run_1/congestion.png
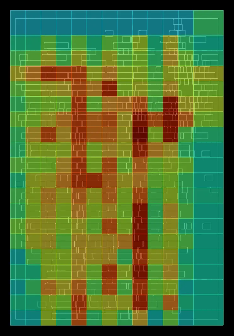
run_1/cell_density.png
(3 px per µm) 10 x 14 tiles, from dark blue (low) to red (high), 0 to 100% covered.
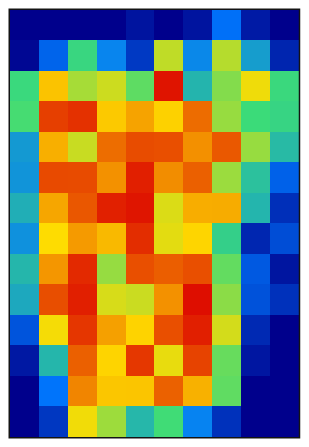
run_1/io_fan.png
(2 px per µm)
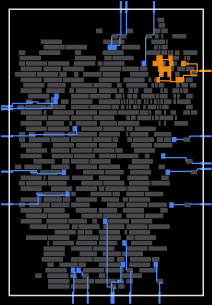
run_1/layer_met4.png
(3 px per µm) Supply wires on this layer in grey.
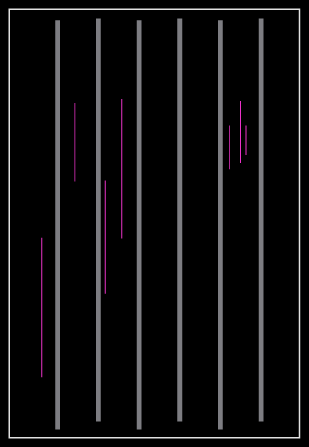
File: src/rtl/musa_ras_pkg.sv
// Shared types for the MUSA return-address stack: default sizes, the PC type
// and the operation decoded from the push/pop strobes.
package musa_ras_pkg;

    localparam int RAS_PC_W  = 18;
    localparam int RAS_DEPTH = 8;

    typedef logic [RAS_PC_W-1:0] pc_t;

    typedef enum logic [1:0] {
        RAS_NOP  = 2'd0,
        RAS_PUSH = 2'd1,
        RAS_POP  = 2'd2,
        RAS_REPL = 2'd3
    } ras_op_e;

    function automatic ras_op_e ras_decode(input logic push, input logic pop);
        case ({push, pop})
            2'b10:   return RAS_PUSH;
            2'b01:   return RAS_POP;
            2'b11:   return RAS_REPL;
            default: return RAS_NOP;
        endcase
    endfunction

endpackage

File: src/rtl/ras_mem.sv
// Return-address storage: DEPTH x PC_W registers, one synchronous write port
// and one asynchronous read port. Contents are deliberately not reset.
module ras_mem #(
    parameter int PC_W  = 18,
    parameter int DEPTH = 8,
    parameter int AW    = (DEPTH > 1) ? $clog2(DEPTH) : 1
) (
    input  logic            clk,
    input  logic            we_i,
    input  logic [AW-1:0]   waddr_i,
    input  logic [PC_W-1:0] wdata_i,
    input  logic [AW-1:0]   raddr_i,
    output logic [PC_W-1:0] rdata_o
);

    logic [PC_W-1:0] mem_q [DEPTH];

    always_ff @(posedge clk) begin
        if (we_i) mem_q[waddr_i] <= wdata_i;
    end

    assign rdata_o = mem_q[raddr_i];

endmodule

File: src/rtl/return_addr_stack.sv
// Return-address stack: pointer, occupancy and sticky error flags around ras_mem.
// Define RAS_WRAP_EN for circular mode (push while full overwrites the oldest entry).
module return_addr_stack
    import musa_ras_pkg::*;
#(
    parameter int PC_W  = RAS_PC_W,
    parameter int DEPTH = RAS_DEPTH,
    localparam int CNT_W = $clog2(DEPTH + 1)
) (
    input  logic             clk,
    input  logic             rst_n,
    input  logic             push,
    input  logic             pop,
    input  logic [PC_W-1:0]  push_pc,
    input  logic             flush,
    input  logic             clr_err,
    output logic [PC_W-1:0]  top_pc,
    output logic [CNT_W-1:0] count,
    output logic             empty,
    output logic             full,
    output logic             ovf_err,
    output logic             unf_err
);

    localparam int PTR_W = (DEPTH > 1) ? $clog2(DEPTH) : 1;
    localparam logic [PTR_W-1:0] PTR_LAST = PTR_W'(DEPTH - 1);

    logic [PTR_W-1:0] ptr_q, ptr_d, ptr_inc, top_idx, waddr;
    logic [CNT_W-1:0] cnt_q, cnt_d;
    logic             ovf_q, ovf_d, unf_q, unf_d;
    logic             ovf_ev, unf_ev, we;
    logic [PC_W-1:0]  rdata;
    ras_op_e          op;

    assign op      = ras_decode(push, pop);
    assign empty   = (cnt_q == '0);
    assign full    = (cnt_q == CNT_W'(DEPTH));
    assign count   = cnt_q;
    assign ovf_err = ovf_q;
    assign unf_err = unf_q;

    // ptr names the next free slot, so the top lives one below it (mod DEPTH)
    assign ptr_inc = (ptr_q == PTR_LAST) ? '0 : ptr_q + PTR_W'(1);
    assign top_idx = (ptr_q == '0) ? PTR_LAST : ptr_q - PTR_W'(1);
    assign top_pc  = empty ? '0 : rdata;

    always_comb begin
        ptr_d  = ptr_q;
        cnt_d  = cnt_q;
        we     = 1'b0;
        waddr  = ptr_q;
        ovf_ev = 1'b0;
        unf_ev = 1'b0;
        unique case (op)
            RAS_PUSH: begin
                if (!full) begin
                    we    = 1'b1;
                    ptr_d = ptr_inc;
                    cnt_d = cnt_q + CNT_W'(1);
                end else begin
`ifdef RAS_WRAP_EN
                    // slot at ptr holds the oldest entry once full
                    we    = 1'b1;
                    ptr_d = ptr_inc;
`else
                    ovf_ev = 1'b1;
`endif
                end
            end
            RAS_POP: begin
                if (!empty) begin
                    ptr_d = top_idx;
                    cnt_d = cnt_q - CNT_W'(1);
                end else begin
                    unf_ev = 1'b1;
                end
            end
            RAS_REPL: begin
                if (!empty) begin
                    we    = 1'b1;
                    waddr = top_idx;
                end else begin
                    we     = 1'b1;
                    ptr_d  = ptr_inc;
                    cnt_d  = cnt_q + CNT_W'(1);
                    unf_ev = 1'b1;
                end
            end
            default: ;
        endcase
        ovf_d = ovf_ev | (ovf_q & ~clr_err);
        unf_d = unf_ev | (unf_q & ~clr_err);
        if (flush) begin
            ptr_d = '0;
            cnt_d = '0;
            we    = 1'b0;
            ovf_d = ovf_q;
            unf_d = unf_q;
        end
        if (!rst_n) we = 1'b0;
    end

    always_ff @(posedge clk) begin
        if (!rst_n) begin
            ptr_q <= '0;
            cnt_q <= '0;
            ovf_q <= 1'b0;
            unf_q <= 1'b0;
        end else begin
            ptr_q <= ptr_d;
            cnt_q <= cnt_d;
            ovf_q <= ovf_d;
            unf_q <= unf_d;
        end
    end

    ras_mem #(
        .PC_W  (PC_W),
        .DEPTH (DEPTH),
        .AW    (PTR_W)
    ) u_mem (
        .clk     (clk),
        .we_i    (we),
        .waddr_i (waddr),
        .wdata_i (push_pc),
        .raddr_i (top_idx),
        .rdata_o (rdata)
    );

endmodule

File: config.mk
export PLATFORM = sky130hd
export DESIGN_NAME = return_addr_stack
export DESIGN_NICKNAME = d
export VERILOG_FILES = /design/src/rtl/musa_ras_pkg.sv /design/src/rtl/ras_mem.sv /design/src/rtl/return_addr_stack.sv
export SDC_FILE = /design/constraint.sdc
export NUM_CORES = 1
export LEC_CHECK = 0
export CAP_MARGIN = 10
export CORE_ASPECT_RATIO = 1.5
export CORE_MARGIN = 2
export CORE_UTILIZATION = 50
export DETAILED_ROUTE_END_ITERATION = 10
export MAX_ROUTING_LAYER = met4
export PLACE_DENSITY = 0.81
export SKIP_LAST_GASP = 1
export SYNTH_ARGS = -nofsm -noshare
export SYNTH_HDL_FRONTEND = slang
export SYNTH_HIERARCHICAL = 1
export SYNTH_SLANG_ARGS = --single-unit
export TNS_END_PERCENT = 10
File: constraint.sdc
create_clock -name clk -period 6.7 [get_ports clk]
set_input_delay 1.005 -clock clk [delete_from_list [all_inputs] [get_ports clk]]
set_output_delay 1.005 -clock clk [all_outputs]
set_load 0.02 [all_outputs]
==> results.py, run 1 <==
# Flow results
metrics = {
    "outcome": {
        "outcome": "finished clean",
    },
    "setup_path": {
        "cp_data_arrival_time_ps": 4030,
        "cp_cell_sequence": "inv_1 > ha_1 > ha_1 > nor2_1 > inv_1 > buf_4 > mux4_1 > mux2_2 > and2_1 > clkdlybuf4s50_1",
        "critPathLaunchType": "register",
        "worstSetupPathDepth": 10,
        "crit_end": "top_pc[7]",
        "slowest_delay_ps": 730,
    },
    "synth": {
        "top_cells_by_area": "edfxtp_1 (68%), mux4_1 (15%), mux2_2 (3.2%)",
        "syn_nets": 353,
        "synth-seq-cells": 153,
        "top_cell": "edfxtp_1",
        "ys_seq_frac": 0.706,
        "avgSynthCellArea_um2": 19.7,
        "async_reset_ff_frac": 0,
        "ys_types": 39,
        "ys_area_um2": 6380,
    },
    "final_timing": {
        "rsz0062_at_grt": "no",
        "setup_ws_ps": 1670,
        "slew_violations": 0,
    },
    "final_layout": {
        "layout_top_cell": "edfxtp_1",
        "finalNetCount": 417,
        "finalNonFillerCells": 557,
        "largest_reg_flops": 144,
        "logic_area_um2": 1750,
        "seq_area_um2": 4500,
        "nClkBuffers": 18,
    },
    "floorplanning": {
        "die-area_um2": 13700,
    },
    "run": {
        "cap_viol_max_count": 0,
    },
    "min_path": {
        "hp-class": "reg2reg",
        "whs_endpoint": "ovf_err",
    },
    "global_routing": {
        "use_met3": 0.0593,
    },
    "detailed_routing": {
        "dr.pass1.iters": 4,
        "drtAntennaViolNets": 0,
    },
    "power_and_ir_drop": {
        "power_sequential_w": 0.00106,
        "p_clk_w": 0.000836,
        "clkPwrFrac": 0.405,
        "p_per_area_nw_per_um2": 272,
    },
    "clock_tree": {
        "clock-sinks": 153,
        "h-tree-depth": 4,
        "clkSlewWorstSetupHoldPaths_ps": 60,
        "clkLatencyLatePin_ps": 420,
    },
    "place": {
        "post-place-cells": 525,
        "gp_congestion": 0.751,
    },
}
-- congestion.png (at the start) --
grt met1 use: 0.228
grt met2 use: 0.303
post-layout util: 0.609

-- cell_density.png (at the start) --
fullest tile: 98%
densest ninth of the die: centre
nearly empty tiles: 11%
emptiest ninth of the die: lower right
tiles over 75% full: 38%
mean over tiles: 54%

-- io_fan.png (at the start) --
| colour | port | bits | direction | end cells | buffers | wire |
|---|---|---|---|---|---|---|
| orange | push | 1 | input | 11 | 1 | 68.0 µm |
| blue | top_pc | 18 | output | 18 | 18 | 412 µm |
Ports: 50
number of buffers added on ports: 49

-- layer_met4.png (at the start) --
wire length on this layer: 200 µm
nets with wire on the layer: 5
main direction: vertical
Routed WL: 11500 µm
vias: 3228

run_1/clk_routes.png
(3 px per µm)
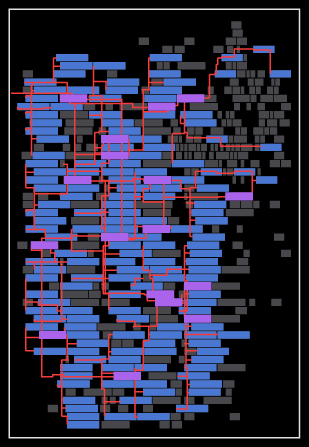

--- run 2 (diff from run 1) ---
==> constraint.sdc (replaced) <==
create_clock -name clk -period 5 [get_ports clk]
set_input_delay 0.75 -clock clk [delete_from_list [all_inputs] [get_ports clk]]
set_output_delay 0.75 -clock clk [all_outputs]
set_load 0.02 [all_outputs]
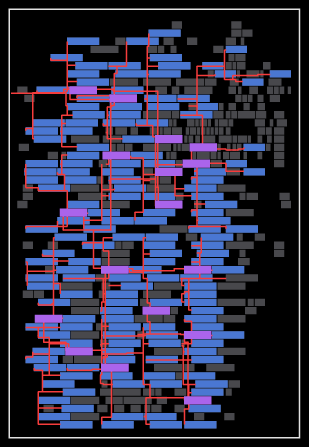
run_2/clk_routes.png
(3 px per µm)
[purple] clock drivers | count: 17
[blue] flip-flops | count: 153
[red] clock wires | length: 1520 µm
routed clock nets: 18

==> results.py, run 2 <==
# Flow results
metrics = {
    "outcome": {
        "outcome": "finished clean",
    },
    "final_timing": {
        "slew_violations": 0,
        "rsz0062_at_grt": "no",
        "setup_ws_ps": 709,
        "setup_viol": 0,
        "clock.fmax_mhz": 233,
        "holdWs_ps": 522,
    },
    "synth": {
        "top_cells_by_area": "edfxtp_1 (68%), mux4_1 (15%), mux2_2 (3.2%)",
        "top_cell": "edfxtp_1",
        "avgSynthCellArea_um2": 19.7,
        "ys_seq_frac": 0.706,
        "synth_area_um2": 6380,
        "ys_cells": 324,
        "async_reset_ff_frac": 0,
        "top_cells_by_count": "edfxtp_1 (144), mux4_1 (36), and2_1 (18), mux2_2 (18), nor2_1 (12)",
        "ys_types": 39,
        "ys_area_um2": 6380,
        "synth-seq-cells": 153,
        "syn_nets": 353,
    },
    "setup_path": {
        "ff2ff_path_depth": 6,
        "reg2reg_to": "u_mem/mem_q[5][7]",
        "slowest_delay_ps": 530,
        "worstSetupPathDepth": 9,
        "path_class": "reg2out",
        "critPathLaunchType": "register",
        "cp_data_arrival_time_ps": 3540,
        "critPathLaunch": "ptr_q[0]",
        "ff2ff_setup_slack_ps": 1510,
        "cp_cell_sequence": "inv_1 > ha_1 > ha_1 > inv_1 > buf_4 > mux4_1 > mux2_2 > and2_1 > clkdlybuf4s50_1",
        "crit_end": "top_pc[9]",
    },
    "detailed_routing": {
        "first_iter_violations": 192,
        "wirelength_um": 11600,
        "viasPerCell": 5.78,
        "drtAntennaViolNets": 0,
        "dr.pass1.iters": 4,
        "met1_length_um": 4670,
        "vias": 3215,
    },
    "final_layout": {
        "fin_util": 0.613,
        "final.fill_count": 848,
        "inverters": 10,
        "layout_top_cell": "edfxtp_1",
        "buf_share": 0.0751,
        "seq_area_um2": 4500,
        "fin_area_um2": 7630,
        "finalNetCount": 417,
        "combAreaFraction": 0.229,
        "logic_area_um2": 1750,
        "nClkBuffers": 17,
        "finalNonFillerCells": 556,
        "largest_reg_flops": 144,
    },
    "clock_tree": {
        "hold_buffers": 0,
        "clkSlewWorstSetupHoldPaths_ps": 60,
        "clkLatencyLatePin_ps": 420,
        "root_buffer": "clkbuf_16",
        "postCtsSetupBuffers": 0,
        "clock-sinks": 153,
        "h-tree-depth": 4,
    },
    "min_path": {
        "whs_endpoint": "unf_err",
        "hp-class": "reg2reg",
    },
    "place": {
        "post-place-cells": 525,
        "io_buffer_count": 49,
        "gp_congestion": 0.806,
        "pre_cts_ws_ps": 1190,
    },
    "global_routing": {
        "grt_use_met1": 0.232,
        "use_met3": 0.0487,
        "grt_pass1_vias": 3245,
        "met2_usage": 0.307,
    },
    "floorplanning": {
        "fp.dieH_um": 142,
        "ios": 50,
        "n_tap_cell": 156,
        "die-area_um2": 13700,
    },
    "run": {
        "cap_viol_max_count": 0,
    },
    "power_and_ir_drop": {
        "power_sequential_w": 0.00142,
        "p_clk_w": 0.00123,
        "swShare": 0.213,
        "p_per_area_nw_per_um2": 376,
        "clkPwrFrac": 0.427,
    },
}
run_2/congestion.png
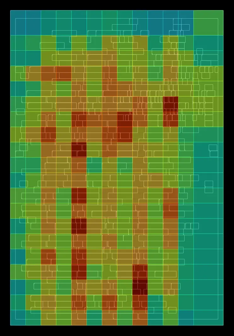

--- run 3 (diff from run 2) ---
--- a/config.mk
+++ b/config.mk
@@ -12,6 +12,7 @@
 export DETAILED_ROUTE_END_ITERATION = 10
 export MAX_ROUTING_LAYER = met4
 export PLACE_DENSITY = 0.81
+export RECOVER_POWER = 25
 export SKIP_LAST_GASP = 1
 export SYNTH_ARGS = -nofsm -noshare
 export SYNTH_HDL_FRONTEND = slang
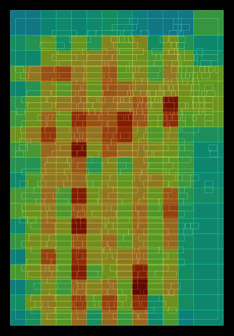
run_3/congestion.png
grt met2 use: 0.307
grt met1 use: 0.232

==> results.py, run 3 <==
# Flow results
metrics = {
    "final_layout": {
        "largest_class": "registers",
        "fin_area_um2": 7630,
        "fin_util": 0.613,
        "buf_share": 0.0751,
        "final.fill_count": 848,
        "finalNonFillerCells": 556,
        "layout_top_cell": "edfxtp_1",
        "final_layout_top_logic_cells": "edfxtp_1 (144), clkdlybuf4s50_1 (38), mux4_1 (36), and2_1 (18), mux2_2 (18)",
        "combAreaFraction": 0.229,
        "logic_area_um2": 1750,
        "seq_area_um2": 4500,
        "n_antenna_cell": 0,
        "inverters": 10,
        "nClkBuffers": 17,
        "largest_reg_flops": 144,
        "finalNetCount": 417,
    },
    "final_timing": {
        "clock.fmax_mhz": 233,
        "final.min_clock_period_ps": 4300,
        "holdWs_ps": 522,
        "slew_violations": 0,
        "rsz0062_at_grt": "no",
        "setup_ws_ps": 704,
        "setup_viol": 0,
    },
    "setup_path": {
        "ff2ff_setup_slack_ps": 1490,
        "reg2reg_to": "u_mem/mem_q[5][7]",
        "ff2ff_path_depth": 6,
        "critPathLaunch": "ptr_q[0]",
        "worstSetupPathDepth": 9,
        "cp_data_arrival_time_ps": 3550,
        "cp_cell_sequence": "inv_1 > ha_1 > ha_1 > inv_1 > buf_4 > mux4_1 > mux2_2 > and2_1 > clkdlybuf4s50_1",
        "slowest_delay_ps": 530,
        "critPathLaunchType": "register",
        "crit_end": "top_pc[9]",
        "path_class": "reg2out",
    },
    "synth": {
        "top_cell": "edfxtp_1",
        "top_area_frac": 0.678,
        "ys_types": 39,
        "syn_nets": 353,
        "ys_cells": 324,
        "ys_seq_frac": 0.706,
        "ys_area_um2": 6380,
        "avgSynthCellArea_um2": 19.7,
        "top_cells_by_area": "edfxtp_1 (68%), mux4_1 (15%), mux2_2 (3.2%)",
        "synth_area_um2": 6380,
        "top_cells_by_count": "edfxtp_1 (144), mux4_1 (36), and2_1 (18), mux2_2 (18), nor2_1 (12)",
        "async_reset_ff_frac": 0,
    },
    "power_and_ir_drop": {
        "p_per_area_nw_per_um2": 375,
        "clkPwrFrac": 0.427,
        "power_sequential_w": 0.00142,
        "p_total_w": 0.00287,
        "swShare": 0.213,
        "maxPowerGroup": "registers",
    },
    "detailed_routing": {
        "viasPerCell": 5.77,
        "top_layer": "met4",
        "wl_per_cell_um": 20.8,
        "met1_length_um": 4650,
        "wirelength_um": 11600,
        "dr.pass1.iters": 5,
        "drtAntennaViolNets": 0,
        "first_iter_violations": 192,
        "vias": 3210,
    },
    "min_path": {
        "hp-class": "reg2reg",
        "whs_endpoint": "unf_err",
        "whs_path_depth": 2,
    },
    "clock_tree": {
        "ctsResizeCount": 0,
        "clkLatencyLatePin_ps": 420,
        "hold_buffers": 0,
        "clock-sinks": 153,
        "h-tree-depth": 4,
        "postCtsSetupBuffers": 0,
        "root_buffer": "clkbuf_16",
        "clkSlewWorstSetupHoldPaths_ps": 60,
    },
    "global_routing": {
        "grt_pass1_vias": 3245,
        "use_met3": 0.0487,
        "antenna_found_initial": 0,
        "grt.total_usage": 0.189,
    },
    "floorplanning": {
        "fp.dieH_um": 142,
        "die-area_um2": 13700,
        "n_tap_cell": 156,
        "ios": 50,
    },
    "run": {
        "cap_viol_max_count": 0,
    },
    "place": {
        "io_buffer_count": 49,
        "pre_cts_ws_ps": 1190,
        "gp_congestion": 0.806,
        "post-place-cells": 525,
    },
    "outcome": {
        "outcome": "finished clean",
    },
}
